Run 1, track usage over the die:
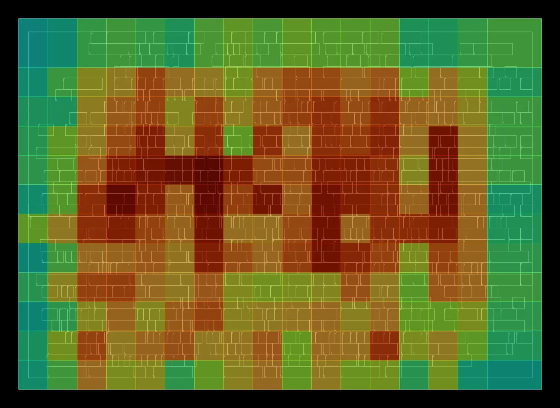
Run 1, gate-type map:
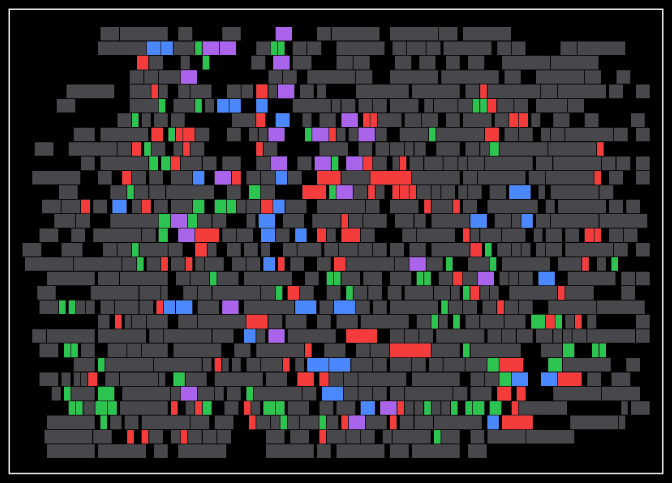
Run 1, placement by cell class:
Bar = 20 um.
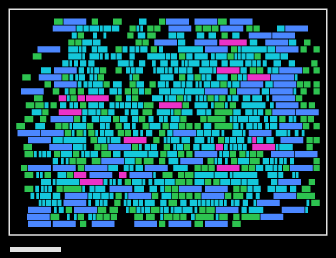
File: src/rtl/twiddle_gen.sv
// twiddle_gen: full-circle twiddle factor W = cos(2*pi*k/N) - j*sin(2*pi*k/N)
// built from a quarter-wave cosine ROM by quadrant folding. Results are signed
// Q1.(FFT_DW-1) and are returned over a valid/ready handshake.
// Optional macro TWG_INVERSE_EN adds req_inv, which selects the conjugate twiddle.
module twiddle_gen #(
  parameter int FFT_LENGTH = 8192,
  parameter int FFT_DW     = 16,
  parameter int FFT_N      = $clog2(FFT_LENGTH)
) (
  input  logic              clk,
  input  logic              rst,
  input  logic              req_valid,
  output logic              req_ready,
  input  logic [FFT_N-1:0]  req_k,
`ifdef TWG_INVERSE_EN
  input  logic              req_inv,
`endif
  output logic              tw_valid,
  input  logic              tw_ready,
  output logic [FFT_DW-1:0] tw_re,
  output logic [FFT_DW-1:0] tw_im,
  output logic              twact,
  output logic [FFT_N-3:0]  twa,
  input  logic [FFT_DW-1:0] twdr_cos
);

  typedef enum logic [2:0] {IDLE, RD_C, RD_S, CAP, OUT} state_e;

  localparam logic signed [FFT_DW:0] MAX_POS = {2'b00, {(FFT_DW-1){1'b1}}};
  localparam logic signed [FFT_DW:0] MIN_NEG = {2'b11, {(FFT_DW-1){1'b0}}};

  state_e              state_q, state_d;
  logic [FFT_N-1:0]    k_q, k_d;
  logic [FFT_DW-1:0]   c_q, c_d;
  logic [FFT_N-3:0]    twa_q, twa_d;
  logic [FFT_DW-1:0]   re_q, re_d;
  logic [FFT_DW-1:0]   im_q, im_d;
  logic                inv_q, inv_d;

  logic [1:0]          quad;
  logic [FFT_N-3:0]    r;
  logic                r_zero;
  logic [FFT_DW-1:0]   s_cur;
  logic [FFT_DW-1:0]   cos_mag, sin_mag;
  logic                cos_neg, sin_neg, im_neg;

  assign quad   = k_q[FFT_N-1:FFT_N-2];
  assign r      = k_q[FFT_N-3:0];
  assign r_zero = (r == '0);
  // sin of the folded angle is exactly zero at r=0; the ROM is not read then.
  assign s_cur  = r_zero ? '0 : twdr_cos;

  // Extend an unsigned magnitude by one bit, apply the sign, clamp to the word range.
  function automatic logic [FFT_DW-1:0] apply_sign(input logic [FFT_DW-1:0] mag,
                                                   input logic neg);
    logic signed [FFT_DW:0] v;
    v = $signed({1'b0, mag});
    if (neg) v = -v;
    if (v > MAX_POS) return MAX_POS[FFT_DW-1:0];
    if (v < MIN_NEG) return MIN_NEG[FFT_DW-1:0];
    return v[FFT_DW-1:0];
  endfunction

  // State register.
  always_ff @(posedge clk or posedge rst) begin
    if (rst) state_q <= IDLE;
    else     state_q <= state_d;
  end

  // Next-state logic: fixed five-step walk, handshakes only in IDLE and OUT.
  always_comb begin
    state_d = state_q;
    unique case (state_q)
      IDLE:    if (req_valid) state_d = RD_C;
      RD_C:    state_d = RD_S;
      RD_S:    state_d = CAP;
      CAP:     state_d = OUT;
      OUT:     if (tw_ready) state_d = IDLE;
      default: state_d = IDLE;
    endcase
  end

  // Handshake and ROM-enable outputs decoded from the current state.
  always_comb begin
    req_ready = (state_q == IDLE);
    tw_valid  = (state_q == OUT);
    twact     = (state_q == RD_C) || ((state_q == RD_S) && !r_zero);
  end

  // Quadrant folding: pick magnitudes and signs for cos and sin.
  always_comb begin
    cos_mag = c_q;
    sin_mag = s_cur;
    cos_neg = 1'b0;
    sin_neg = 1'b0;
    unique case (quad)
      2'd0: begin cos_mag = c_q;   sin_mag = s_cur;                 end
      2'd1: begin cos_mag = s_cur; sin_mag = c_q;   cos_neg = 1'b1; end
      2'd2: begin cos_mag = c_q;   sin_mag = s_cur; cos_neg = 1'b1; sin_neg = 1'b1; end
      default: begin cos_mag = s_cur; sin_mag = c_q; sin_neg = 1'b1; end
    endcase
`ifdef TWG_INVERSE_EN
    im_neg = inv_q ? sin_neg : !sin_neg;
`else
    im_neg = !sin_neg;
`endif
  end

  // Datapath next values: request capture, ROM addressing, C capture, result.
  always_comb begin
    k_d   = k_q;
    inv_d = inv_q;
    twa_d = twa_q;
    c_d   = c_q;
    re_d  = re_q;
    im_d  = im_q;
    unique case (state_q)
      IDLE: if (req_valid) begin
        k_d   = req_k;
`ifdef TWG_INVERSE_EN
        inv_d = req_inv;
`else
        inv_d = 1'b0;
`endif
        twa_d = req_k[FFT_N-3:0];
      end
      // N/4 - r computed modulo the address width; r=0 is excluded so it never wraps to N/4.
      RD_C: if (!r_zero) twa_d = '0 - r;
      RD_S: c_d = twdr_cos;
      CAP: begin
        re_d = apply_sign(cos_mag, cos_neg);
        im_d = apply_sign(sin_mag, im_neg);
      end
      default: ;
    endcase
  end

  // Datapath registers.
  always_ff @(posedge clk or posedge rst) begin
    if (rst) begin
      k_q   <= '0;
      inv_q <= 1'b0;
      twa_q <= '0;
      c_q   <= '0;
      re_q  <= '0;
      im_q  <= '0;
    end else begin
      k_q   <= k_d;
      inv_q <= inv_d;
      twa_q <= twa_d;
      c_q   <= c_d;
      re_q  <= re_d;
      im_q  <= im_d;
    end
  end

  assign twa   = twa_q;
  assign tw_re = re_q;
  assign tw_im = im_q;

endmodule

File: config.mk
export PLATFORM = sky130hd
export DESIGN_NAME = twiddle_gen
export DESIGN_NICKNAME = d
export VERILOG_FILES = /design/src/rtl/twiddle_gen.sv
export SDC_FILE = /design/constraint.sdc
export NUM_CORES = 1
export LEC_CHECK = 0
export CORE_ASPECT_RATIO = 0.7
export CORE_MARGIN = 2
export CORE_UTILIZATION = 49
export CTS_CLUSTER_SIZE = 16
export DETAILED_ROUTE_END_ITERATION = 16
export HOLD_SLACK_MARGIN = 0.08
export PLACE_DENSITY = 0.81
export SLEW_MARGIN = 10
export SYNTH_ARGS = -nofsm -noshare
export SYNTH_HDL_FRONTEND = slang
export SYNTH_SLANG_ARGS = --single-unit
File: constraint.sdc
create_clock -name clk -period 2.4 [get_ports clk]
set_input_delay 0.36 -clock clk [delete_from_list [all_inputs] [get_ports clk]]
set_output_delay 0.36 -clock clk [all_outputs]
set_load 0.1 [all_outputs]
==> out/writeup.txt, run 1 <==
The run finished, with violations left. The final reports fail on negative setup slack. The worst setup margin came out at -0.1652 ns. The largest driver fanout on the critical path came out at 6. The floorplan step defined a die boundary enclosing 0.01078 sq mm. The net total in the final layout came out at 767. The chip area line in the Yosys stat output reads 0.004876 sq mm.

The time the worst path needs with I/O delays and setup came out at 2.565 ns. Number of global-route vias before repair: 4,819. Per the detail_route log, the uppermost layer with routed signals is met4. CTS built an H-tree with a depth of 3. Slew at the pin closest to its max-slew limit: 0.6625 ns. The launch point of the critical path was reported as k_q[11]. The run gives 9 as the number of buffers added by the clock tree synthesis step. The minimum setup slack among reg-to-reg paths came out at -0.17 ns. The die is 123.2 um wide. The synthesized design contains 0 enable-type register cells.

The run gives 0 as the DRC violation count after routing. The worst hold path belongs to the class input port to asynchronous set/reset pin. With the total count of hold-check failures in the final report at 0, the summed instance area of the synthesized netlist is 0.004876 sq mm. Ranked by total cell area, the synthesized netlist is headed by dfrtp_1, mux2_2, nand2_1, a21oi_1, nor2_1. The half-perimeter wire length after detailed placement is 12.56 mm, and the logic depth of the worst register-to-register path is 9. For the number of iterations in the first detailed-routing pass, the log shows 8.

Global route summary, busiest routing layer listed as met1. Per the finish-stage timing summary, setup violations number 19. The worst register-to-register path ends at tw_im[11].

The most frequently used flop master after synthesis was dfrtp_1. Entering global routing, the biggest net connects 76 pins. The timing report gives the biggest stage delay along the critical path as 0.44 ns. At the later pin of the worst-skew pair, clock insertion delay measures 0.35 ns. TritonCTS built the clock tree. Global routing finished with a remaining overflow of 0. The run gives 0 for the number of antenna violations at the first check in global routing. Warnings reported by Yosys during synthesis add up to 0. The cell family with the largest share of critical-path delay is AND-OR/OR-AND gates. The via count normalized by instance count works out to 6.257. In the final run the clock tree shows a worst skew of 0.005685 ns. The number of distinct standard cells referenced by the synthesized netlist is 68.

Post-synthesis to final-layout area growth: 49.76%. The cell sequence reported for the critical path is inv_2, ha_4, or2_4, or4_4, a221oi_4, a211oi_2, buf_6, a311o_1, a21oi_2. The clock passes through at most 2 buffers. The clock tree root buffer cell was clkbuf_16. The routed wire length was 18.09 mm. The clock tree has to reach 75 sinks. The average size of a mapped cell is 8.914 sq um, and the wire length on met2 is 7.541 mm. The boundary pin count was 79.

For this run, the script counts the antenna cells in the layout as 0.
## Picture notes: 'track usage over the die'
GR met3 Demand/Resource: 0.08835
wire length per cell: 20.97 um
routing usage on met2: 0.4505
met1 track utilization from global routing: 0.4979
total routing resource utilization after global routing: 0.3265

## Picture notes: 'gate-type map'
- red: NOR gates (cells 86; most used nor2_1)
- blue: AND and OR gates (cells 30)
- green: NAND gates (cells 77; most used nand2_1; where all over the die)
- purple: XOR/XNOR gates (cells 24; most used xnor2_1)
Commonest Layout Cell: buf_4
final non-filler cell total: 863
combinational share of cell area: 0.4244

## Picture notes: 'placement by cell class'
- blue: flip-flops (cells 75)
- green: other buffers and delay cells (cells 215)
- cyan: all other logic (cells 429)
- magenta: clock drivers and dummy loads (cells 16)
placeable core region: 0.009684 sq mm
cell row count: 30
Finished Cell Area: 0.007302 sq mm
Finished Core Util: 0.7540
sequential portion of the cell area: 0.2570

[run 1: worst register-to-register path: stages (launching register included)]
cell      delay (ns)
dfrtp_1         0.37
inv_2           0.08
ha_4            0.16
or2_4           0.27
or4_4           0.44
a221oi_4        0.32
a211oi_2        0.16
buf_6           0.17
a311o_1         0.38
a21oi_2         0.14
[run 1: cells by family after synthesis]
| kind of cell | Yosys count | synth area share |
|---|---|---|
| xor+xnor | 24 | 0.04311 |
| buf+inv | 53 | 0.04824 |
| compound gates | 165 | 0.2404 |
| flops | 75 | 0.3849 |
| fa+ha+maj | 4 | 0.01026 |
| mux | 33 | 0.07467 |
| simple gates | 193 | 0.1984 |
[run 1: layout make-up]
cell class                 instances  area (sq um)  share of cell area
multi-input combinational        419          3099              0.4244
sequential                        75          1877              0.2570
timing repair buffer             215          1819              0.2491
clock buffer                      10         239.0             0.03273
tap                              128         160.2             0.02193
clock inverter                     6         70.07            0.009596
inverter                          10         37.54            0.005141
[run 1: how the worst min path moves through the flow]
stage	slack, ns	cells after the start	from	end
final	0.44	3	rst	tw_im[10]
after global routing	0.48	3	rst	tw_im[10]
after CTS	0.45	3	rst	state_q[2]
after detailed placement	0.48	2	tw_im[15]	tw_im[15]
after global placement	0.46	2	tw_im[10]	tw_im[10]
after floorplan	0.48	2	req_k[0]	k_q[0]
[run 1: metrics by stage]
| step | utilization | worst slack (ns) | hold WS (ns) | area, sq um | TNS [ns] |
|---|---|---|---|---|---|
| final | 0.7540 | -0.1652 | 0.4355 | 7302 | -1.315 |
| after global routing | 0.7540 | -0.2487 | 0.4826 | 7302 | -3.280 |
| after global placement | 0.6700 | -0.4609 | 0.4640 | 6489 | -5.889 |
| after CTS | 0.7105 | -0.1535 | 0.4520 | 6880 | -0.9346 |
| after detailed placement | 0.6700 | -0.4517 | 0.4841 | 6489 | -6.891 |
| after floorplan | - | 0.02933 | 0.4768 | 4898 | 0 |
[run 1: repair_timing]
| item | in CTS | in global routing |
|---|---|---|
| hold endpoints to repair | 0 | 0 |
| setup buffers | 2 | 15 |
| cloned | 0 | 1 |
| resized | 18 | 67 |
| endpoints found under the setup margin | 33 | 40 |
| pin swaps | 4 | 19 |
[run 1: cell usage in the layout (no fill, tap or decap), drive strengths merged, types with 9 or more instances in the layout]
| cell type | instances |
|---|---|
| inv | 12 |
| nor2 | 45 |
| buf | 183 |
| clkdlybuf4s50 | 32 |
| a21oi | 34 |
| a2bb2oi | 9 |
| a211oi | 13 |
| xor2 | 10 |
| xnor2 | 14 |
| o22a | 17 |
| mux2 | 27 |
| o21ai | 36 |
| dfrtp | 75 |
| nor3 | 23 |
| nand2 | 56 |
| nor4 | 13 |
| nand3 | 9 |
| clkbuf | 10 |
[run 1: state kept, by name, indices dropped and copies added (netlist names)]
| signal | cells |
|---|---|
| tw_re | 16 |
| c_q | 16 |
| state_q | 3 |
| twa | 11 |
| tw_im | 16 |
| k_q | 13 |
==> run 2, diff against run 1 <==
--- a/config.mk
+++ b/config.mk
@@ -5,6 +5,7 @@
 export SDC_FILE = /design/constraint.sdc
 export NUM_CORES = 1
 export LEC_CHECK = 0
+export CAP_MARGIN = 15
 export CORE_ASPECT_RATIO = 0.7
 export CORE_MARGIN = 2
 export CORE_UTILIZATION = 49
Run 2, placement by cell class:
Bar = 20 um.
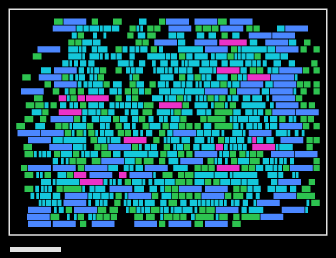
- blue: flip-flops (cells 75)
- magenta: clock drivers and dummy loads (cells 16)
- cyan: all other logic (cells 429)
- green: other buffers and delay cells (cells 215)

==> run 2 against run 1 <==
The run still ends with negative setup slack left. Sequential share of layout area is the same. Cell area is the same. Global-route usage is the same. Clock-buffer cell count is the same. Routed wire length is the same. Utilization is the same. Maximum frequency is the same. Critical path type unchanged. Critical endpoint unchanged.
==> out/writeup.txt, run 2 <==
The logs give 0 (unchanged) for the total inserted antenna cells and 68 (unchanged) for the number of distinct standard cells referenced by the synthesized netlist. The run gives 0.004876 sq mm (unchanged) for the chip area line of the yosys report. The run gives 0 (unchanged) for the yosys warning tally. The capture point of the worst reg-to-reg path is tw_im[11]. The combined flip-flop and latch cell area is 0.001877 sq mm (unchanged), and the largest stage delay on the critical path is 0.44 ns (about the same). The logs give 12.56 mm (unchanged) for the half-perimeter wire length after detailed placement and 0.006489 sq mm (unchanged) for the total cell area at the placement stage. The via count normalized by instance count is 6.257 (unchanged), and the final instance area is 0.007302 sq mm (unchanged). For the required time at the worst-slack endpoint, the log shows 2.67 ns. The type of the worst min-delay path was input port to asynchronous set/reset pin. Boundary pin count: 79 (unchanged). The total track usage was 0.3265 (unchanged). The signal on the critical path passes through inv_2, ha_4, or2_4, or4_4, a221oi_4, a211oi_2, buf_6, a311o_1, a21oi_2.

With the slew at the pin closest to its max-slew limit at 0.6625 ns (unchanged), the largest driver fanout on the critical path is 6 (unchanged). The logs give 0 (unchanged) for the global-route congestion overflow total and 0.009684 sq mm (unchanged) for the total core area.

With the final estimated routing congestion in global placement at 0.9819, the die outline area is 0.01078 sq mm (unchanged). The count of non-filler cells in the finished layout was 863 (unchanged). For the combinational gate area, the log shows 0.003099 sq mm (unchanged). The checks that failed: negative setup slack. The run gives 0.004876 sq mm (unchanged) as the summed instance area of the synthesized netlist. TritonCTS built the clock tree. In this run the clock root is driven by a clkbuf_16.

The run finished, with violations left. dfrtp_1 is the most common cell in the netlist. The number of H-tree levels is 3 (unchanged), and the worst setup margin is -0.1652 ns (unchanged). Per the cell usage report, the commonest logic cell in the layout is buf_4.

The first global-routing pass estimated 26.59 mm of wire. Most frequently used flop master after synthesis: dfrtp_1. The count of library flops with an enable pin was 0 (unchanged). The number of antenna violations at the first check in global routing is 0 (unchanged), and the number of buffers added by the clock tree synthesis step is 9 (unchanged). With the number of iterations in the first detailed-routing pass at 8 (unchanged), the minimum setup slack among reg-to-reg paths is -0.17 ns (about the same). The width of the die was 123.2 um (unchanged). With the routed wire length at 18.09 mm (unchanged), the count of instantiated cells in the yosys netlist is 547. The tools report the final setup skew as 0.005685 ns (unchanged). The synthesis report lists the most area-consuming cells as dfrtp_1, mux2_2, nand2_1, a21oi_1, nor2_1. With the total count of hold-check failures in the final report at 0 (unchanged), the logic depth of the worst register-to-register path is 9 (unchanged). The logs give 2 (unchanged) for the buffer levels on the longest clock path and 19 (unchanged) for the final setup violation count.

The DRC violation count after routing is 0 (unchanged). The library cells used most frequently in the layout, excluding fill and tap cells, are buf_4, dfrtp_1, nand2_1. The logs give 76 (unchanged) for the maximum number of pins on one net before global-route repair and 30 (unchanged) for the total number of placement rows. With the number of global-route vias before repair at 4,819 (unchanged), the average detailed-routed wire length per instance is 20.97 um (unchanged).

With the clock latency reported for the late side of the worst-skew pair at 0.35 ns (about the same), the average size of a mapped cell is 8.914 sq um (unchanged). The run gives 767 (unchanged) as the net total in the final layout.
[run 2: cell counts after synthesis]
No cell type changed its count.
[run 2: worst max path at each step]
stage	slack [ns]	depth (start not counted)	from	endpoint
3_5_place_dp	-0.45	10	twdr_cos[2]	tw_im[2]
4_1_cts	-0.15	9	k_q[11]	tw_im[11]
3_3_place_gp	-0.46	10	twdr_cos[2]	tw_im[2]
5_1_grt	-0.25	10	k_q[11]	tw_im[2]
6_report	-0.17	9	k_q[11]	tw_im[11]
2_1_floorplan	0.03	10	k_q[11]	tw_im[3]
[run 2: cell families (layout without fill, tap and decap cells)]
logic type,Yosys count,after routing,share of synthesized area
muxes,33,33,0.07467
DFF,75,75,0.3849
adders and majority gates,4,4,0.01026
buffers and inverters,53,241,0.04824
and+or+nand+nor,193,193,0.1984
xor gates and xnor gates,24,24,0.04311
AOI/OAI and AO/OA,165,165,0.2404
[run 2: final cells by class]
cell class	count	area share
Tap cell	128	0.02193
Clock inverter	6	0.009596
Timing Repair Buffer	215	0.2491
Sequential cell	75	0.2570
Multi-Input combinational cell	419	0.4244
Clock buffer	10	0.03273
Inverter	10	0.005141
[run 2: repair_timing]
item	in CTS	in global routing
pin swaps	4	19
hold buffers	0	0
buffers inserted	2	15
gates resized	18	67
gates cloned	0	1
endpoints found under the setup margin	33	40
[run 2: stage by stage]
stage | setup TNS [ns] | setup WS [ns] | hold WS, ns | util
CTS | -0.9346 | -0.1535 | 0.4520 | 0.7105
global placement | -5.889 | -0.4609 | 0.4640 | 0.6700
finish | -1.315 | -0.1652 | 0.4355 | 0.7540
global route | -3.280 | -0.2487 | 0.4826 | 0.7540
detailed placement | -6.891 | -0.4517 | 0.4841 | 0.6700
floorplan | 0 | 0.02933 | 0.4768 | -
[run 2: per-layer routing]
layer  share of wire  GRT usage
met5               0          0
met4           0.024    0.08471
met1            0.43     0.4979
met3            0.12    0.08835
met2            0.42     0.4505
[run 2: critical path: cells and delay by family (launching register included)]
family                   cells  cell delay (ns)
AND-OR/OR-AND                4             0.99
adder cells (fa/ha/maj)      1             0.16
buffers and inverters        2             0.25
flip-flops                   1             0.37
AND/OR/NAND/NOR              2             0.71
